Routed metal, one color a layer:
Scale: 2 px per micron.
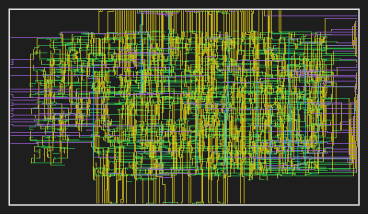
Selected gate families:
Scale: 2 px per micron.
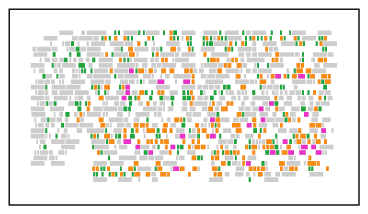
**config.mk**
```make
export PLATFORM = sky130hd
export DESIGN_NAME = fetch_pc_unit
export DESIGN_NICKNAME = d
export VERILOG_FILES = /design/src/rtl/fetch_pc_unit.sv
export SDC_FILE = /design/constraint.sdc
export NUM_CORES = 1
export LEC_CHECK = 0
export CAP_MARGIN = 20
export CORE_ASPECT_RATIO = 0.5
export CORE_MARGIN = 10
export CORE_UTILIZATION = 58
export CTS_BUF_LIST = sky130_fd_sc_hd__clkbuf_8 sky130_fd_sc_hd__clkbuf_16
export DETAILED_ROUTE_END_ITERATION = 10
export DONT_BUFFER_PORTS = 1
export PLACE_DENSITY = 0.71
export SYNTH_ARGS = -nofsm -noshare
export SYNTH_HDL_FRONTEND = slang
export SYNTH_SLANG_ARGS = --single-unit
export TNS_END_PERCENT = 10
```
**constraint.sdc**
```tcl
create_clock -name clk -period 4.7 [get_ports clk]
set_clock_uncertainty 0.05 [all_clocks]
set_input_delay 0.705 -clock clk [delete_from_list [all_inputs] [get_ports clk]]
set_output_delay 0.705 -clock clk [all_outputs]
set_load 0.01 [all_outputs]
```
**src/rtl/fetch_pc_unit.sv**
```systemverilog
// Instruction-fetch / PC stage feeding the opcode decoder.
// Fetches over a req/ack handshake and resolves the next PC.
module fetch_pc_unit #(
  parameter logic [31:0] RESET_PC       = 32'h0040_0000,
  parameter int unsigned TIMEOUT_CYCLES = 16
) (
  input  logic        clk,
  input  logic        reset,
  output logic        imem_req,
  output logic [31:0] imem_addr,
  input  logic        imem_ack,
  input  logic [31:0] imem_rdata,
  output logic [31:0] instr,
  output logic        instr_valid,
  output logic [31:0] pc,
  output logic [31:0] pc_plus4,
  input  logic        stall,
  input  logic        branch,
  input  logic        jump,
  input  logic        jal,
  input  logic        alu_zero,
  input  logic        jr,
  input  logic [31:0] jr_target,
  output logic        fetch_error
);

  typedef enum logic [1:0] {
    IDLE  = 2'd0,
    FETCH = 2'd1,
    EXEC  = 2'd2,
    ERROR = 2'd3
  } stateT;

  stateT       state;
  stateT       stateNext;
  logic [31:0] pcReg;
  logic [31:0] instrReg;
  logic [31:0] timeoutCnt;
  logic [31:0] pcPlus4;
  logic [31:0] nextPc;
  logic [31:0] jumpTarget;
  logic [31:0] branchOffset;
  logic [31:0] branchTarget;
  logic        branchTaken;
  logic        jrMisaligned;
  logic        timeoutHit;
  logic        retire;

  assign pcPlus4 = pcReg + 32'd4;

  assign jumpTarget = {pcPlus4[31:28],
                       instrReg[25:0], 2'b00};

  assign branchOffset = {{14{instrReg[15]}},
                         instrReg[15:0], 2'b00};

  assign branchTarget = pcPlus4 + branchOffset;

  // BEQ and BNE differ only in opcode bit 26
  assign branchTaken = branch &
    (instrReg[26] ? ~alu_zero : alu_zero);

  assign jrMisaligned = jr & (jr_target[1:0] != 2'b00);

  assign timeoutHit = (TIMEOUT_CYCLES != 0) &&
    (timeoutCnt == TIMEOUT_CYCLES - 1);

  // an instruction retires when EXEC is released by stall
  assign retire = (state == EXEC) & ~stall;

  // next-PC select, jr highest priority
  always_comb begin
    nextPc = pcPlus4;
    if (jr) begin
      nextPc = jr_target;
    end else if (jump | jal) begin
      nextPc = jumpTarget;
    end else if (branchTaken) begin
      nextPc = branchTarget;
    end
  end

  // FSM next-state logic
  always_comb begin
    stateNext = state;
    unique case (state)
      IDLE: begin
        stateNext = FETCH;
      end
      FETCH: begin
        if (imem_ack) begin
          stateNext = EXEC;
        end else if (timeoutHit) begin
          stateNext = ERROR;
        end
      end
      EXEC: begin
        if (!stall) begin
          stateNext = jrMisaligned ? ERROR : FETCH;
        end
      end
      ERROR: begin
        stateNext = ERROR;
      end
      default: begin
        stateNext = IDLE;
      end
    endcase
  end

  // FSM state register
  always_ff @(posedge clk) begin
    if (reset) begin
      state <= IDLE;
    end else begin
      state <= stateNext;
    end
  end

  // fetch wait counter, cleared on ack or leaving FETCH
  always_ff @(posedge clk) begin
    if (reset) begin
      timeoutCnt <= '0;
    end else if (state == FETCH) begin
      if (imem_ack) begin
        timeoutCnt <= '0;
      end else begin
        timeoutCnt <= timeoutCnt + 32'd1;
      end
    end else begin
      timeoutCnt <= '0;
    end
  end

  // instruction register, loaded only in the ack cycle
  always_ff @(posedge clk) begin
    if (reset) begin
      instrReg <= '0;
    end else if (state == FETCH && imem_ack) begin
      instrReg <= imem_rdata;
    end
  end

  // program counter, advanced when an instruction retires
  always_ff @(posedge clk) begin
    if (reset) begin
      pcReg <= RESET_PC;
    end else if (retire && !jrMisaligned) begin
      pcReg <= nextPc;
    end
  end

  assign imem_req    = (state == FETCH) & ~reset;
  assign instr_valid = (state == EXEC) & ~reset;
  assign fetch_error = (state == ERROR) & ~reset;
  assign imem_addr   = pcReg;
  assign instr       = instrReg;
  assign pc          = pcReg;
  assign pc_plus4    = pcPlus4;

endmodule

```
==> qor.yml <==
logic_synthesis:
  top_area_cell: "dfxtp_1"
  top_cell: "nand2_1"
  area_leaders: "dfxtp_1 28%, nand2_1 7.6%, ha_1 6.9%"
  synth.avg_cell_area_sq_um: 7.50
  numSynthFlops: 98
  yosysWarnings: 0
  synthSimpleGateAreaFrac: 0.249
  ys_cells: 919
  ys_types: 70
  ys_seq_frac: 0.285
  synth_area_sq_um: 6890
  synth-area-yosys_sq_um: 6890
  top_cell_area_share: 0.285
  fp_nets: 1031
  ff_type: "dfxtp_1"
cts:
  holdBufCountCts: 0
  numCtsBuffers: 9
  root_buffer: "clkbuf_16"
  tritoncts: "yes"
  clk_latency_ns: 0.35
  cts.htree.levels: 3
  clkSlewWorstSetupHoldPaths_ns: 0.08
  post_cts_buffers: 0
  cts_buffer_depth: 2
power:
  leakage_nw: 2.85
  vdd_drop_max_mv: 0.187
route:
  drtAntennaViolNets: 0
  vias_per_cell: 6.29
  wire_per_inst_microns: 21.3
  drt-initial-drc-count: 711
  wl_mm: 22.6
  drt-pass1-iter-count: 5
die:
  placementRows: 28
  initCoreUtil: 0.589
  die_h_microns: 97.1
  coreArea_sq_um: 11700
  fp.dieW_microns: 174
sta:
  rsz0062_at_grt: "false"
  setup_viol: 0
  fmax_mhz: 235
  report.final.slew_viol_count: 0
  finalHoldViolCount: 0
  finalCritPeriodShare: 0.904
  worst_slew_pin_slew_ns: 1.02
  setup_tns_ns: 0
  min_period_ns: 4.25
  slew_headroom: 0.321
grt:
  grt_max_degree: 65
  grt_pass1_vias: 6252
  grt_util_all_layers: 0.253
  overflow: 0
  antenna_found_initial: 0
placed_design:
  port_buffers: 0
  place_congestion: 0.933
cells_and_area:
  fill_cells: 1121
  drive_above_1_share: 0.0793
  seq_area_sq_um: 1960
  area_growth_pct: 5.78
  combGateArea_sq_um: 4430
  antenna_cells: 0
  final_core_util: 0.623
critical_path:
  critPathRequiredTime_ns: 4.91
  cp-end-kind: "flop"
  critical_path_arrival_ns: 4.46
  critical_path_class: "flop to flop"
job:
  cap_violations: 0
outcome:
  status: "finished, final reports clean"
hold_path:
  hold_class: "primary input to flop"
Back to the opening pictures, 'routed metal, one color a layer':
| layer | color | wire length |
|---|---|---|
| metal 1 | green | 8,790 microns |
| metal 2 | yellow | 10,800 microns |
| metal 3 | purple | 2,330 microns |
| metal 4 | cyan | 617 microns |

Back to the opening pictures, 'selected gate families':
| family | color | cells |
|---|---|---|
| non-inverting ao/oa cells | magenta | 30 |
| nand cells | green | 198 |
| aoi and oai cells | orange | 208 |

-- worst max-delay path, stage by stage, from the launching register on --
cell and delay, ns:
dfxtp_1 0.31, buf_4 0.16, and4_1 0.28, nand4_1 0.22
or2_1 0.33, nor2_1 0.17, and3_1 0.20, xor2_1 0.40
ha_1 0.40, a2111oi_0 0.66, and4b_1 0.29, a31oi_1 0.05
o41ai_1 0.10, nor3b_1 0.14, xor2_1 0.16, a221oi_1 0.23
-- registers in the layout (all words and copies together), names as in the netlist --
signal,cells
imem_addr,32
state,2
instr,32
timeoutCnt,32
-- cell families (layout without fill, tap and decap cells) --
logic type,Yosys count,count (layout)
and+or+nand+nor,368,368
adders and majority gates,39,39
buffers and inverters,99,75
DFF,98,98
AOI/OAI and AO/OA,238,238
muxes,1,1
xor gates and xnor gates,76,76
-- layout by cell type, fill, tap and decap left out, types with 8 or more instances in the layout --
master,count
nand2_1,140
xor2_1,46
a311oi_1,8
o21ai_1,12
dfxtp_1,98
or3_1,8
o21ai_0,27
buf_4,36
a21oi_1,87
a211oi_1,20
nor3_1,17
xnor2_1,30
a21o_1,13
nor4_1,9
ha_1,38
nand3_1,31
nor2_1,80
nand4_1,21
inv_1,19
o211ai_1,18
clkbuf_16,9
and3_1,24
-- through the flow --
step	cells	hold slack, ns	setup slack, ns	total power [W]	instance area (sq um)
finish	1060	0.372	0.451	0.00187	7290
global route	1060	0.355	0.0310	0.00194	7290
floorplan	919	0.368	0.895	0.00107	6890
detailed placement	1043	0.394	0.516	0.00112	6950
CTS	1059	0.359	0.481	0.00188	7260
global placement	1043	0.379	0.664	0.00112	6950
-- routing by layer --
| layer | GRT usage | vias up | wire, microns |
|---|---|---|---|
| met1 | 0.282 | 3145 | 8790 |
| li1 | - | 3208 | - |
| met3 | 0.0993 | 40 | 2330 |
| met2 | 0.434 | 274 | 10800 |
| met4 | 0.0862 | 0 | 617 |
| met5 | 0 | - | 0 |
-- area by class of cell --
class | instances | share of cell area
tap | 165 | 0.0283
multi-input combinational | 722 | 0.608
sequential | 98 | 0.269
inverter | 22 | 0.0113
clock inverter | 6 | 0.00910
timing repair buffer | 37 | 0.0409
clock buffer | 10 | 0.0328
-- worst paths after layout --
path | startpoint | end | slack [ns] | depth (start not counted)
max | imem_addr[15]$_SDFFE_PP0P_ | imem_addr[31]$_SDFFE_PP0P_ | 0.45 | 15
min | reset | instr[17]$_SDFFE_PP0P_ | 0.37 | 1
max reg2reg | imem_addr[15]$_SDFFE_PP0P_ | imem_addr[31]$_SDFFE_PP0P_ | 0.45 | 15
min reg2reg | timeoutCnt[0]$_SDFF_PP0_ | timeoutCnt[0]$_SDFF_PP0_ | 0.40 | 1
-- power breakdown --
part	internal, W	leakage (nW)	switching, W
Combinational	0.0000753	1.91	0.000144
Sequential	0.000851	0.794	0.0000353
Clock	0.000392	0.148	0.000374
Total	0.00132	2.85	0.000554
No activity file was given, so power comes from the tool's default toggle rates.
